### config.mk
export PLATFORM = sky130hd
export DESIGN_NAME = alu_arbiter_flat
export DESIGN_NICKNAME = d
export VERILOG_FILES = /design/src/rtl/alu_ctrl_pkg.sv /design/src/rtl/alu_arbiter_if.sv /design/src/rtl/alu_arbiter_rr_arb2.sv /design/src/rtl/alu_arbiter.sv /design/src/flat_wrapper.sv
export SDC_FILE = /design/constraint.sdc
export NUM_CORES = 1
export LEC_CHECK = 0
export CAP_MARGIN = 20
export CORE_MARGIN = 3
export CORE_UTILIZATION = 28
export CTS_BUF_LIST = sky130_fd_sc_hd__clkbuf_8
export DETAILED_ROUTE_END_ITERATION = 10
export GPL_TIMING_DRIVEN = 0
export PLACE_DENSITY = 0.82
export SLEW_MARGIN = 10
export SYNTH_ARGS = -nofsm -noshare
export SYNTH_HDL_FRONTEND = slang
export SYNTH_SLANG_ARGS = --single-unit
### constraint.sdc
create_clock -name clk -period 2.3 [get_ports clk]
set_clock_uncertainty 0.05 [all_clocks]
set_input_delay 0.23 -clock clk [delete_from_list [all_inputs] [get_ports clk]]
set_output_delay 0.23 -clock clk [all_outputs]
set_load 0.01 [all_outputs]
### src/rtl/alu_ctrl_pkg.sv
`default_nettype none
// ============================================================================
// alu_ctrl_pkg : opcode set, ALU Sigs encodings and opcode decode.
// Rev 1.0
// ============================================================================
package alu_ctrl_pkg;

  localparam int OP_W   = 3;
  localparam int SIGS_W = 4;

  typedef enum logic [OP_W-1:0] {
    OP_ADD    = 3'b000,
    OP_SUB    = 3'b001,
    OP_PADDSB = 3'b010,
    OP_NAND   = 3'b011,
    OP_XOR    = 3'b100
  } op_e;

  localparam logic [SIGS_W-1:0] SIGS_ADD    = 4'b0100;
  localparam logic [SIGS_W-1:0] SIGS_SUB    = 4'b0101;
  localparam logic [SIGS_W-1:0] SIGS_PADDSB = 4'b0110;
  localparam logic [SIGS_W-1:0] SIGS_NAND   = 4'b1000;
  localparam logic [SIGS_W-1:0] SIGS_XOR    = 4'b0000;
  localparam logic [SIGS_W-1:0] SIGS_IDLE   = 4'b0000;

  typedef struct packed {
    logic [SIGS_W-1:0] sigs;
    logic              illegal;
    logic              sets_nv;
  } op_dec_t;

  function automatic op_dec_t decode_op(input logic [OP_W-1:0] op);
    op_dec_t d;
    d.sigs    = SIGS_IDLE;
    d.illegal = 1'b1;
    d.sets_nv = 1'b0;
    case (op)
      OP_ADD:    begin d.sigs = SIGS_ADD;    d.illegal = 1'b0; d.sets_nv = 1'b1; end
      OP_SUB:    begin d.sigs = SIGS_SUB;    d.illegal = 1'b0; d.sets_nv = 1'b1; end
      OP_PADDSB: begin d.sigs = SIGS_PADDSB; d.illegal = 1'b0; end
      OP_NAND:   begin d.sigs = SIGS_NAND;   d.illegal = 1'b0; end
      OP_XOR:    begin d.sigs = SIGS_XOR;    d.illegal = 1'b0; end
      default:   ;
    endcase
    return d;
  endfunction

endpackage
`default_nettype wire

### src/rtl/alu_arbiter_if.sv
`default_nettype none
// ============================================================================
// alu_arbiter_if : requester, ALU, response and flag signals of alu_arbiter.
// Rev 1.0
// ============================================================================
interface alu_arbiter_if #(
  parameter int NB = 16
);

  logic [1:0]      req_valid;
  logic [1:0]      req_ready;
  logic [5:0]      req_op;
  logic [2*NB-1:0] req_a;
  logic [2*NB-1:0] req_b;
  logic [1:0]      req_flag_we;
  logic [NB-1:0]   alu_a;
  logic [NB-1:0]   alu_b;
  logic [3:0]      alu_sigs;
  logic [NB-1:0]   alu_out;
  logic            alu_v;
  logic            alu_n;
  logic            alu_z;
  logic            resp_valid;
  logic            resp_ready;
  logic            resp_id;
  logic [NB-1:0]   resp_data;
  logic            resp_err;
  logic            flag_z;
  logic            flag_v;
  logic            flag_n;

  modport slave (
    input  req_valid, req_op, req_a, req_b, req_flag_we,
    input  alu_out, alu_v, alu_n, alu_z, resp_ready,
    output req_ready, alu_a, alu_b, alu_sigs,
    output resp_valid, resp_id, resp_data, resp_err,
    output flag_z, flag_v, flag_n
  );

  modport master (
    output req_valid, req_op, req_a, req_b, req_flag_we,
    output alu_out, alu_v, alu_n, alu_z, resp_ready,
    input  req_ready, alu_a, alu_b, alu_sigs,
    input  resp_valid, resp_id, resp_data, resp_err,
    input  flag_z, flag_v, flag_n
  );

endinterface
`default_nettype wire

### src/rtl/alu_arbiter_rr_arb2.sv
`default_nettype none
// ============================================================================
// rr_arb2 : two-way round-robin grant; ALU_ARB_FIXED_PRIO_EN selects strict
//           priority to requester 0 instead.  Rev 1.0
// ============================================================================
module rr_arb2 (
  input  logic       clk,
  input  logic       rst,
  input  logic [1:0] req,
  input  logic       accept,
  output logic       gnt_valid,
  output logic       gnt_idx
);

`ifdef ALU_ARB_FIXED_PRIO_EN

  logic unused_arb_inputs;
  assign unused_arb_inputs = ^{clk, rst, accept};

  always_comb begin
    gnt_valid = |req;
    gnt_idx   = ~req[0];
  end

`else

  logic last_grant_q;
  logic last_grant_d;

  always_comb begin
    gnt_valid = |req;
    // On contention the requester that did not win last time goes first.
    if (&req) gnt_idx = ~last_grant_q;
    else      gnt_idx = req[1] & ~req[0];
  end

  always_comb begin
    last_grant_d = last_grant_q;
    if (accept) last_grant_d = gnt_idx;
  end

  always_ff @(posedge clk) begin
    if (rst) last_grant_q <= 1'b1;
    else     last_grant_q <= last_grant_d;
  end

`endif

endmodule
`default_nettype wire

### src/rtl/alu_arbiter.sv
`default_nettype none
// ============================================================================
// alu_arbiter : shares one combinational ALU between two requesters, owns the
//               response register and Z/V/N flags (ALU_ARB_FIXED_PRIO_EN).
// Rev 1.0
// ============================================================================
module alu_arbiter
  import alu_ctrl_pkg::*;
#(
  parameter int NB = 16
) (
  input  logic          clk,
  input  logic          rst,
  alu_arbiter_if.slave  bus
);

  logic          can_accept;
  logic          accept;
  logic          gnt_valid;
  logic          gnt_idx;
  logic          sel;
  logic [2:0]    sel_op;
  logic          sel_flag_we;
  op_dec_t       dec;

  logic          resp_valid_q, resp_valid_d;
  logic          resp_id_q,    resp_id_d;
  logic [NB-1:0] resp_data_q,  resp_data_d;
  logic          resp_err_q,   resp_err_d;
  logic          flag_z_q,     flag_z_d;
  logic          flag_v_q,     flag_v_d;
  logic          flag_n_q,     flag_n_d;

  assign can_accept = ~resp_valid_q | bus.resp_ready;
  assign accept     = gnt_valid & can_accept & ~rst;

  rr_arb2 u_arb (
    .clk       (clk),
    .rst       (rst),
    .req       (bus.req_valid),
    .accept    (accept),
    .gnt_valid (gnt_valid),
    .gnt_idx   (gnt_idx)
  );

  // With no accepted grant the ALU sees requester 0 operands and idle sigs.
  always_comb begin
    sel           = accept & gnt_idx;
    sel_op        = sel ? bus.req_op[5:3] : bus.req_op[2:0];
    sel_flag_we   = sel ? bus.req_flag_we[1] : bus.req_flag_we[0];
    dec           = decode_op(sel_op);
    bus.req_ready = {accept & gnt_idx, accept & ~gnt_idx};
    bus.alu_a     = sel ? bus.req_a[2*NB-1:NB] : bus.req_a[NB-1:0];
    bus.alu_b     = sel ? bus.req_b[2*NB-1:NB] : bus.req_b[NB-1:0];
    bus.alu_sigs  = accept ? dec.sigs : SIGS_IDLE;
  end

  always_comb begin
    resp_valid_d = resp_valid_q;
    resp_id_d    = resp_id_q;
    resp_data_d  = resp_data_q;
    resp_err_d   = resp_err_q;
    flag_z_d     = flag_z_q;
    flag_v_d     = flag_v_q;
    flag_n_d     = flag_n_q;
    if (accept) begin
      resp_valid_d = 1'b1;
      resp_id_d    = gnt_idx;
      resp_data_d  = dec.illegal ? '0 : bus.alu_out;
      resp_err_d   = dec.illegal;
      // N/V are only meaningful for the arithmetic ops; logic ops keep them.
      if (sel_flag_we && !dec.illegal) begin
        flag_z_d = bus.alu_z;
        if (dec.sets_nv) begin
          flag_n_d = bus.alu_n;
          flag_v_d = bus.alu_v;
        end
      end
    end else if (bus.resp_ready) begin
      resp_valid_d = 1'b0;
    end
  end

  always_ff @(posedge clk) begin
    if (rst) begin
      resp_valid_q <= 1'b0;
      resp_id_q    <= 1'b0;
      resp_data_q  <= '0;
      resp_err_q   <= 1'b0;
      flag_z_q     <= 1'b0;
      flag_v_q     <= 1'b0;
      flag_n_q     <= 1'b0;
    end else begin
      resp_valid_q <= resp_valid_d;
      resp_id_q    <= resp_id_d;
      resp_data_q  <= resp_data_d;
      resp_err_q   <= resp_err_d;
      flag_z_q     <= flag_z_d;
      flag_v_q     <= flag_v_d;
      flag_n_q     <= flag_n_d;
    end
  end

  assign bus.resp_valid = resp_valid_q;
  assign bus.resp_id    = resp_id_q;
  assign bus.resp_data  = resp_data_q;
  assign bus.resp_err   = resp_err_q;
  assign bus.flag_z     = flag_z_q;
  assign bus.flag_v     = flag_v_q;
  assign bus.flag_n     = flag_n_q;

endmodule
`default_nettype wire

### src/flat_wrapper.sv
// flat-port wrapper written by rule: the top's interface ports become plain ports
module alu_arbiter_flat import alu_ctrl_pkg::*;
#(
  parameter int NB = 16
)
  (clk, rst, bus_req_valid, bus_req_op, bus_req_a, bus_req_b, bus_req_flag_we, bus_alu_out, bus_alu_v, bus_alu_n, bus_alu_z, bus_resp_ready, bus_req_ready, bus_alu_a, bus_alu_b, bus_alu_sigs, bus_resp_valid, bus_resp_id, bus_resp_data, bus_resp_err, bus_flag_z, bus_flag_v, bus_flag_n);
  alu_arbiter_if #(.NB(NB)) bus_i ();
  input  logic clk;
  input  logic rst;
  input wire logic [$bits(bus_i.req_valid)-1:0] bus_req_valid;
  input wire logic [$bits(bus_i.req_op)-1:0] bus_req_op;
  input wire logic [$bits(bus_i.req_a)-1:0] bus_req_a;
  input wire logic [$bits(bus_i.req_b)-1:0] bus_req_b;
  input wire logic [$bits(bus_i.req_flag_we)-1:0] bus_req_flag_we;
  input wire logic [$bits(bus_i.alu_out)-1:0] bus_alu_out;
  input wire logic [$bits(bus_i.alu_v)-1:0] bus_alu_v;
  input wire logic [$bits(bus_i.alu_n)-1:0] bus_alu_n;
  input wire logic [$bits(bus_i.alu_z)-1:0] bus_alu_z;
  input wire logic [$bits(bus_i.resp_ready)-1:0] bus_resp_ready;
  output wire logic [$bits(bus_i.req_ready)-1:0] bus_req_ready;
  output wire logic [$bits(bus_i.alu_a)-1:0] bus_alu_a;
  output wire logic [$bits(bus_i.alu_b)-1:0] bus_alu_b;
  output wire logic [$bits(bus_i.alu_sigs)-1:0] bus_alu_sigs;
  output wire logic [$bits(bus_i.resp_valid)-1:0] bus_resp_valid;
  output wire logic [$bits(bus_i.resp_id)-1:0] bus_resp_id;
  output wire logic [$bits(bus_i.resp_data)-1:0] bus_resp_data;
  output wire logic [$bits(bus_i.resp_err)-1:0] bus_resp_err;
  output wire logic [$bits(bus_i.flag_z)-1:0] bus_flag_z;
  output wire logic [$bits(bus_i.flag_v)-1:0] bus_flag_v;
  output wire logic [$bits(bus_i.flag_n)-1:0] bus_flag_n;
  assign bus_i.req_valid = bus_req_valid;
  assign bus_i.req_op = bus_req_op;
  assign bus_i.req_a = bus_req_a;
  assign bus_i.req_b = bus_req_b;
  assign bus_i.req_flag_we = bus_req_flag_we;
  assign bus_i.alu_out = bus_alu_out;
  assign bus_i.alu_v = bus_alu_v;
  assign bus_i.alu_n = bus_alu_n;
  assign bus_i.alu_z = bus_alu_z;
  assign bus_i.resp_ready = bus_resp_ready;
  assign bus_req_ready = bus_i.req_ready;
  assign bus_alu_a = bus_i.alu_a;
  assign bus_alu_b = bus_i.alu_b;
  assign bus_alu_sigs = bus_i.alu_sigs;
  assign bus_resp_valid = bus_i.resp_valid;
  assign bus_resp_id = bus_i.resp_id;
  assign bus_resp_data = bus_i.resp_data;
  assign bus_resp_err = bus_i.resp_err;
  assign bus_flag_z = bus_i.flag_z;
  assign bus_flag_v = bus_i.flag_v;
  assign bus_flag_n = bus_i.flag_n;
  alu_arbiter #(.NB(NB)) u_core (.clk(clk), .rst(rst), .bus(bus_i));
endmodule
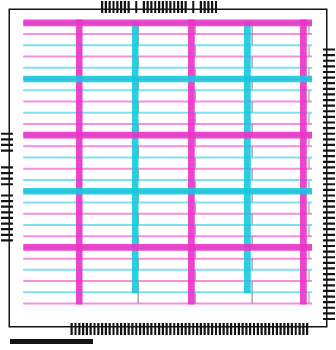
(run_1/power_grid.png)
Bar = 20 µm. Pins as bars on the die edge. Tap cells in grey.
| net | colour |
|---|---|
| VSS | magenta |
| VDD | cyan |
met5 straps: 5
signal pins: 156
rows: 25

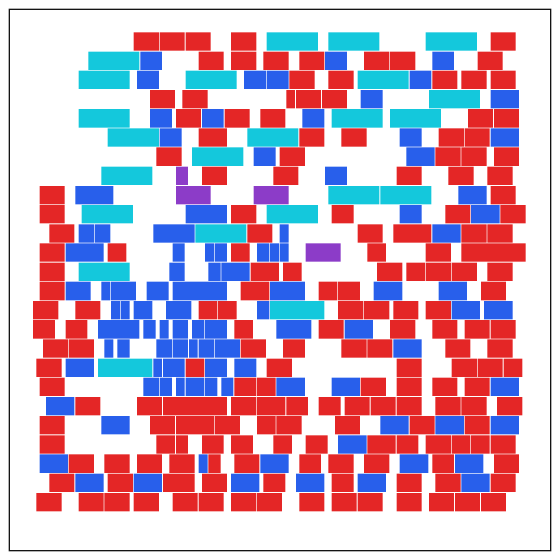
(run_1/placement_by_type.png)
| class | colour | cells |
|---|---|---|
| sequential cells | cyan | 23 |
| combinational and other logic | blue | 100 |
| clock drivers and dummy loads | purple | 4 |
| remaining buffers and delay cells | red | 182 |
cell area after layout: 3279 µm²
core outline area: 4755 µm²
final core occ: 0.6897

==> metrics.csv, run 1 <==
stage;metric;value;unit
route;DRC errors left;0;
setup_path;R2R setup slack;0.58;ns
setup_path;critical path data arrival time;1.98;ns
route;WL met3;438;µm
grt;most used routing layer;met2;
placement;Placed Cells;353;
die;io pins;156;
clocking;CTS clk-pin slew, worst paths;0.07;ns
die;die area;5861;µm²
layout;area grow syn2layout;135.3;%
power_and_ir_drop;Sw Ratio;0.2626;
logic_synthesis;number of enable flip-flop cells;0;
setup_path;critical path endpoint;bus_alu_a[8];
die;num rows;25;
power_and_ir_drop;internal power;897.4;µW
logic_synthesis;top cells by count, synth;30 x mux2_2, 23 x dfxtp_1, 16 x a22o_1, 8 x nor2_1;
outcome;status;finished clean;
setup_path;crit path DRT;2.02;ns
logic_synthesis;top-count cell post-synth;mux2_2;
logic_synthesis;Post-Syn Area per Cell;10.64;µm²
final_timing;Final WS setup;0.04176;ns
setup_path;endpoint type of the worst setup path;output pin;
logic_synthesis;Seq share, synth;0.3303;
grt;gr ovfl total;0;
logic_synthesis;Yosys warnings;0;
clocking;CTS tree;done;
clocking;Max Buffers Root-to-Sink;2;
logic_synthesis;ys flops;23;
power_and_ir_drop;sequential share of power;0.360;
clocking;cts-stage hold buffer count;0;
route;WL met1;2266;µm
clocking;CTS Sinks;23;
route;vias per std cell;4.626;
power_and_ir_drop;combinational share of power;0.437;
layout;fin cells;377;
worst_hold_path;Hold Path End;u_core.bus.resp_data[14];
layout;share of layout cells above drive strength 1;0.2492;
setup_path;Setup CP Type;reg -> out;
die;Die W;76.56;µm
grt;all-layer global routing usage;0.1936;
logic_synthesis;Mapped Cells;131;
logic_synthesis;ys async rst share;0;
clocking;H-tree depth;1;
route;WL per Instance;15.60;µm
grt;met1 usage;0.2155;
placement;setup slack at placement;-0.5886;ns
placement;DP Wirelength;4741;µm
placement;gpl congestion;0.7492;
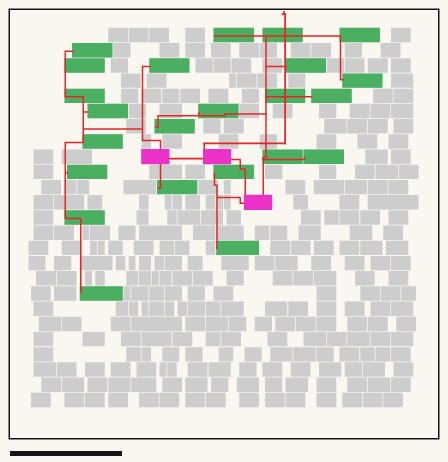
(run_1/clk_routes.png)
Bar = 20 µm.
[clock drivers] magenta | count: 3
[clock wires] red | length: 288 µm
[flip-flops] green | count: 23
routed clock nets: 4
Power Clock: 246 µW
Insertion Delay late pin: 0.26 ns
clock power share: 0.202

## run 1: power groups by stage
stage	registers, µW	logic, µW	clock network (µW)
5_1_grt	442	570	274
6_report	439	532	246
4_1_cts	438	518	260
3_3_place_gp	447	512	0
2_1_floorplan	459	175	0
3_5_place_dp	448	519	0
## run 1: stage by stage
| step | hold WS [ns] | utilization |
|---|---|---|
| 6_report | 0.4260 | 0.6897 |
| 5_1_grt | 0.4483 | 0.6892 |
| 4_1_cts | 0.4247 | 0.6713 |
| 3_5_place_dp | 0.4017 | 0.6371 |
| 3_3_place_gp | 0.4039 | 0.6371 |
| 2_1_floorplan | 0.3126 | - |
## run 1: cells by family after synthesis
kind of cell | count (synthesis) | share of synthesized area
buf+inv | 9 | 0.04398
flops | 23 | 0.3303
compound gates | 33 | 0.1813
mux | 36 | 0.2944
simple gates | 30 | 0.1499
## run 1: cell type report
class	count	area [µm²]	share of cell area
plain buffers	8	86.33	0.02633
inverters	1	3.754	0.001145
clock inverters	1	5.005	0.001526
clock buffers	3	41.29	0.01259
multi-input cells	99	888.4	0.2709
diodes	1	2.502	0.0007631
well taps	67	83.83	0.02556
flip-flops and latches	23	462.9	0.1412
repair buffers	174	1705	0.5200
## run 1: critical path, cell delays in order, from the launching register on
cell and delay (ns):
dfxtp_2 0.33, a21bo_4 0.23, nor3_4 0.20, buf_6 0.20
buf_4 0.14, mux2_2 0.32, dlygate4sd2_1 0.29
## run 1: sequential cells by signal (all words and copies together), names as in the netlist
signal / flops
u_core.bus.flag_z: 1
u_core.bus.resp_valid: 1
u_core.bus.flag_n: 1
u_core.bus.flag_v: 1
u_core.bus.resp_err: 1
u_core.bus.resp_data: 16
u_core.u_arb.last_grant_q: 1
u_core.bus.resp_id: 1
## Run 2: what changed since run 1
CTS_CLUSTER_DIAMETER = 40   (was unset)
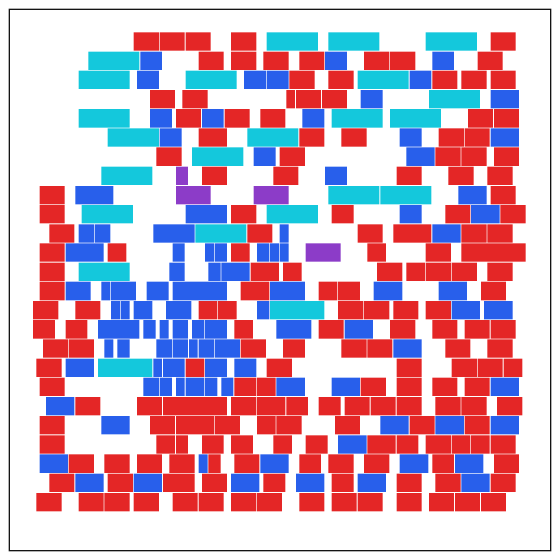
(run_2/placement_by_type.png)
| class | colour | cells |
|---|---|---|
| combinational and other logic | blue | 100 |
| sequential cells | cyan | 23 |
| remaining buffers and delay cells | red | 182 |
| clock drivers and dummy loads | purple | 4 |

==> run 2 against run 1 <==
- sequential power barely moved
- worst setup slack did not move
- via count did not move
- critical path type unchanged
==> metrics.csv, run 2 <==
stage;metric;value;unit
job;# Max-Cap Violations;0;
final_timing;final hold slack;0.4260;ns
route;vias per std cell;4.626;
layout;fin cells;377;
placement;post-placement cell area;3029;µm²
route;WL met1;2266;µm
logic_synthesis;area leader, netlist;dfxtp_1;
logic_synthesis;Seq share, synth;0.3303;
setup_path;worst path bufs/invs;3;
layout;max FFs per register;16;
layout;Layout Nets;406;
setup_path;endpoint type of the worst setup path;output pin;
placement;gpl congestion;0.7492;
die;Die W;76.56;µm
route;drt initial violations;42;
setup_path;RR Startpoint;u_core.u_arb.last_grant_q;
final_timing;Slew Limit Fails;0;
route;final wirelength;5880;µm
setup_path;Stages on worst setup path;6;
clocking;H-tree depth;1;
die;io pins;156;
layout;area grow syn2layout;135.3;%
final_timing;slew at the pin closest to its max-slew limit;0.4936;ns
logic_synthesis;Post-Syn Area per Cell;10.64;µm²
outcome;status;finished clean;
setup_path;critical path data arrival time;1.98;ns
logic_synthesis;top cells by area;dfxtp_1 33%, mux2_2 24%, a22o_1 10%, buf_4 2.7%, mux2_4 2.2%;
die;num rows;25;
job;Log Warnings;27;
setup_path;Slowest cell on crit path;dfxtp_2;
route;WL per Instance;15.60;µm
logic_synthesis;ys flops;23;
clocking;CTS tree;done;
logic_synthesis;Yosys warnings;0;
route;DRT Pass-1 Iters;4;
final_timing;min cycle time layout;2.258;ns
logic_synthesis;top-count cell post-synth;mux2_2;
placement;DP Wirelength;4741;µm
grt;all-layer global routing usage;0.1936;
route;DRC errors left;0;
logic_synthesis;Net Count, Synth;227;
layout;share of layout cells above drive strength 1;0.2492;
clocking;CTS clk-pin slew, worst paths;0.07;ns
logic_synthesis;Mapped Cells;131;
clocking;Insertion Delay late pin;0.26;ns
placement;setup slack at placement;-0.5886;ns
logic_synthesis;top cells by count, synth;30 x mux2_2, 23 x dfxtp_1, 16 x a22o_1, 8 x nor2_1;
die;fp util;0.2932;
logic_synthesis;number of enable flip-flop cells;0;
layout;cell area after layout;3279;µm²
clocking;Max Buffers Root-to-Sink;2;
layout;final core occ;0.6897;
setup_path;crit path DRT;2.02;ns
setup_path;critical path endpoint;bus_alu_a[8];
grt;vias in the first global route;1754;
die;core outline area;4755;µm²
grt;gr ovfl total;0;
power_and_ir_drop;Design Power;1217;µW
final_timing;max_slew headroom;0.6697;
setup_path;R2R setup slack;0.58;ns
route;WL met3;438;µm
die;die area;5861;µm²
setup_path;delay-heaviest family, CP;buffers and inverters;
setup_path;cell chain of the critical path;a21bo_4 > nor3_4 > buf_6 > buf_4 > mux2_2 > dlygate4sd2_1;
final_timing;Final WS setup;0.04176;ns
logic_synthesis;ys async rst share;0;
final_timing;final hold violation count;0;
setup_path;CP max stage delay;0.33;ns
setup_path;Setup CP Type;reg -> out;
clocking;CTS Sinks;23;
placement;Placed Cells;353;
grt;wire length of the first global-routing pass;9197;µm
==> run 2: cell counts in the layout (fill, tap and decap cells not counted) <==
Identical to the previous run, type by type.
==> run 2: layer usage <==
layer,GRT usage,vias to the layer above
met4,0.03986,0
met2,0.3550,82
li1,-,855
met3,0.06619,6
met5,0,-
met1,0.2155,801
==> run 2: worst min-delay path by stage <==
stage,from,endpoint,slack (ns),cells after the start
floorplan,bus_alu_out[0],u_core.bus.resp_data[0],0.31,1
global placement,u_core.bus.flag_z,u_core.bus.flag_z,0.40,2
detailed placement,u_core.bus.flag_z,u_core.bus.flag_z,0.40,2
CTS,u_core.bus.flag_z,u_core.bus.flag_z,0.42,2
global route,u_core.bus.resp_data[14],u_core.bus.resp_data[14],0.45,1
finish,u_core.bus.resp_data[14],u_core.bus.resp_data[14],0.43,1
==> run 2: where the power goes <==
part           internal [µW]  switching, µW
combinational            352            180
sequential               425           13.6
clock                    121            126
total                    897            320
==> run 2: cells by family (layout without fill, tap and decap cells) <==
kind of cell           Yosys count  in the layout  share of synthesized area
buffers and inverters            9            187                    0.04398
muxes                           36             36                     0.2944
and+or+nand+nor                 30             30                     0.1499
DFF                             23             23                     0.3303
AOI/OAI and AO/OA               33             33                     0.1813
other                            0              1                          0
==> run 2: repair_timing <==
item | 4_1_cts | 5_1_grt
gates resized | 57 | 26
gates cloned | 1 | 2
buffers inserted | 15 | 1
pin swaps | 1 | 0
endpoints found under the setup margin | 37 | 23
hold buffers | 0 | 0
==> run 2: final cells by class <==
type / instances / area [µm²]
plain buffers: 8 / 86.33
fillers: 409 / 1475
inverters: 1 / 3.754
diodes: 1 / 2.502
flip-flops and latches: 23 / 462.9
repair buffers: 174 / 1705
clock buffers: 3 / 41.29
clock inverters: 1 / 5.005
well taps: 67 / 83.83
multi-input cells: 99 / 888.4
## Run 3: what changed since run 2
PLACE_DENSITY = 0.85   (was 0.82)
==> run 3 against run 2 <==
- register-to-register slack got worse by 0.05 ns
- sequential power about the same
- utilization shrank 2.7 points
- clock power about the same
- non-clock buffer count decreased by 5
- critical path type unchanged
- largest power group unchanged
- die area unchanged
- sequential cell count unchanged
- synthesized area is the same
- combinational power shrank 3.9%
==> metrics.csv, run 3 <==
stage;metric;value;unit
outcome;status;finished clean;
logic_synthesis;Synth logic family;multiplexers;
logic_synthesis;top cells by area;dfxtp_1 33%, mux2_2 24%, a22o_1 10%, buf_4 2.7%, mux2_4 2.2%;
final_timing;final hold violation count;0;
layout;Layout Nets;401;
die;core outline area;4755;µm²
clocking;CTS clk-pin slew, worst paths;0.08;ns
final_timing;max_slew headroom;0.6753;
final_timing;Final WS setup;0.08394;ns
setup_path;Slowest cell on crit path;dfxtp_2;
grt;wire length of the first global-routing pass;9446;µm
power_and_ir_drop;combinational share of power;0.426;
die;fp util;0.2932;
power_and_ir_drop;Sw Ratio;0.2655;
power_and_ir_drop;clock power share;0.207;
clocking;cts-stage hold buffer count;0;
die;die area;5861;µm²
power_and_ir_drop;sequential share of power;0.367;
layout;Antenna Cells;0;
logic_synthesis;Post-Syn Area per Cell;10.64;µm²
power_and_ir_drop;internal power;880.2;µW
grt;all-layer global routing usage;0.1969;
logic_synthesis;YS chip area;1394;µm²
final_timing;Slew Limit Fails;0;
power_and_ir_drop;P_sw;318.1;µW
logic_synthesis;ys flops;23;
final_timing;Final setup viols;0;
logic_synthesis;MUX share of area;0.2944;
die;num rows;25;
logic_synthesis;Adder Share, Synth;0;
logic_synthesis;top-count cell post-synth;mux2_2;
worst_hold_path;Worst Hold Launch;u_core.bus.flag_z;
clocking;H-tree depth;1;
setup_path;Setup CP Type;reg -> out;
setup_path;RR Startpoint;u_core.bus.resp_valid;
layout;fill cell count;400;
logic_synthesis;Simple Share, Synth;0.1499;
layout;final core occ;0.6629;
logic_synthesis;AO/OA Area Share;0.1813;
die;io pins;156;
layout;area grow syn2layout;126.1;%
setup_path;worst path bufs/invs;3;
grt;gr ovfl total;0;
job;# Max-Cap Violations;0;
grt;largest net degree at the start of global routing;14;
setup_path;Setup crit start;u_core.u_arb.last_grant_q;
setup_path;delay-heaviest family, CP;buffers and inverters;
placement;post-placement cell area;3029;µm²
job;Log Warnings;27;
setup_path;endpoint type of the worst setup path;output pin;
clocking;CTS tree;done;
grt;vias in the first global route;1747;
logic_synthesis;number of enable flip-flop cells;0;
final_timing;final hold slack;0.4132;ns
setup_path;CP max stage delay;0.33;ns
setup_path;Worst Setup Start Kind;flip-flop;
layout;fin cells;371;
placement;gpl congestion;0.8110;
placement;setup slack at placement;-0.5520;ns
logic_synthesis;top cells by count, synth;30 x mux2_2, 23 x dfxtp_1, 16 x a22o_1, 8 x nor2_1;
placement;Placed Cells;353;
final_timing;min cycle time layout;2.216;ns
final_timing;slew at the pin closest to its max-slew limit;0.4852;ns
clocking;CTS Sinks;23;
route;drt initial violations;48;
setup_path;cell chain of the critical path;a21bo_4 > nor3_4 > buf_6 > buf_4 > mux2_2 > dlygate4sd2_1;
layout;max FFs per register;16;
final_timing;setup TNS;0;ns
clocking;Insertion Delay late pin;0.26;ns
layout;most frequent logic cell in the layout;clkdlybuf4s50_1;
placement;DP Wirelength;4813;µm
route;DRT Pass-1 Iters;4;
setup_path;crit path DRT;2.02;ns
logic_synthesis;Mapped Cells;131;
logic_synthesis;ys async rst share;0;
route;DRC errors left;0;
logic_synthesis;Seq share, synth;0.3303;
clocking;Max Buffers Root-to-Sink;2;
route;vias per std cell;4.652;
logic_synthesis;Net Count, Synth;227;
logic_synthesis;Yosys warnings;0;
setup_path;critical path data arrival time;1.94;ns
die;Die W;76.56;µm
logic_synthesis;area leader, netlist;dfxtp_1;
layout;cell area after layout;3152;µm²
logic_synthesis;Max-area cell share;0.3303;
power_and_ir_drop;Design Power;1198;µW
logic_synthesis;XOR Share, Synth;0;
layout;share of layout cells above drive strength 1;0.2862;
## run 3: worst reg2reg max path, stage by stage, from the launching register on
cell      delay (ns)
dfxtp_2         0.37
nor2b_4         0.21
nor2_1          0.08
nor2_1          0.39
clkbuf_1        0.41
a22o_1          0.20
## run 3: routing by layer
metal  vias up  track usage  part of all wire
met1       797       0.2280              0.39
met3         4      0.05201             0.072
met4         0      0.02899            0.0062
met5         -            0                 0
li1        844            -                 -
met2        81       0.3673              0.54
## run 3: worst paths after layout
kind | slack [ns] | depth (start not counted) | end
min reg2reg | 0.41 | 2 | u_core.bus.flag_z
max reg2reg | 0.53 | 5 | u_core.bus.resp_data[9]
min | 0.41 | 2 | u_core.bus.flag_z
max | 0.08 | 6 | bus_alu_b[0]
## run 3: power groups by stage
stage | Clock, µW | Sequential (µW) | Combinational [µW]
floorplan | 0 | 459 | 175
global placement | 0 | 447 | 511
detailed placement | 0 | 448 | 518
CTS | 261 | 440 | 517
global route | 276 | 444 | 546
finish | 248 | 440 | 511
## run 3: logic make-up after synthesis
| logic type | Yosys count |
|---|---|
| flops | 23 |
| simple gates | 30 |
| mux | 36 |
| compound gates | 33 |
| buf+inv | 9 |
## run 3: timing repair
| action | 4_1_cts | 5_1_grt |
|---|---|---|
| endpoints found under the setup margin | 37 | 23 |
| setup buffers | 11 | 2 |
| gates resized | 79 | 21 |
| pin swaps | 1 | 0 |
| hold endpoints to repair | 0 | 0 |
| cloned | 1 | 0 |
## run 3: layout make-up
cell class                 instances  area, µm²  share of cell area
timing repair buffer             169       1584              0.5026
multi-input combinational         99      884.6              0.2807
sequential                        23      462.9              0.1469
buffer                             8      86.33             0.02739
tap                               67      83.83             0.02660
clock buffer                       3      41.29             0.01310
clock inverter                     1      5.005            0.001588
inverter                           1      3.754            0.001191
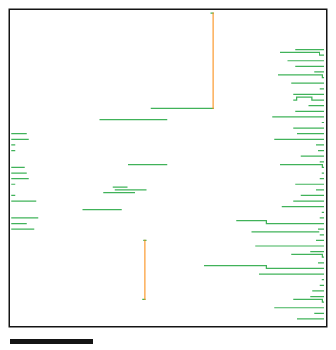
(run_3/wires.png)
Bar = 20 µm. Two of the layers only.
| layer | colour | wire length |
|---|---|---|
| metal 4 | orange | 37.4 µm |
| metal 3 | green | 428 µm |
WL per Instance: 15.96 µm
final wirelength: 5922 µm
via count: 1726

No activity file was given, so power comes from the tool's default toggle rates.
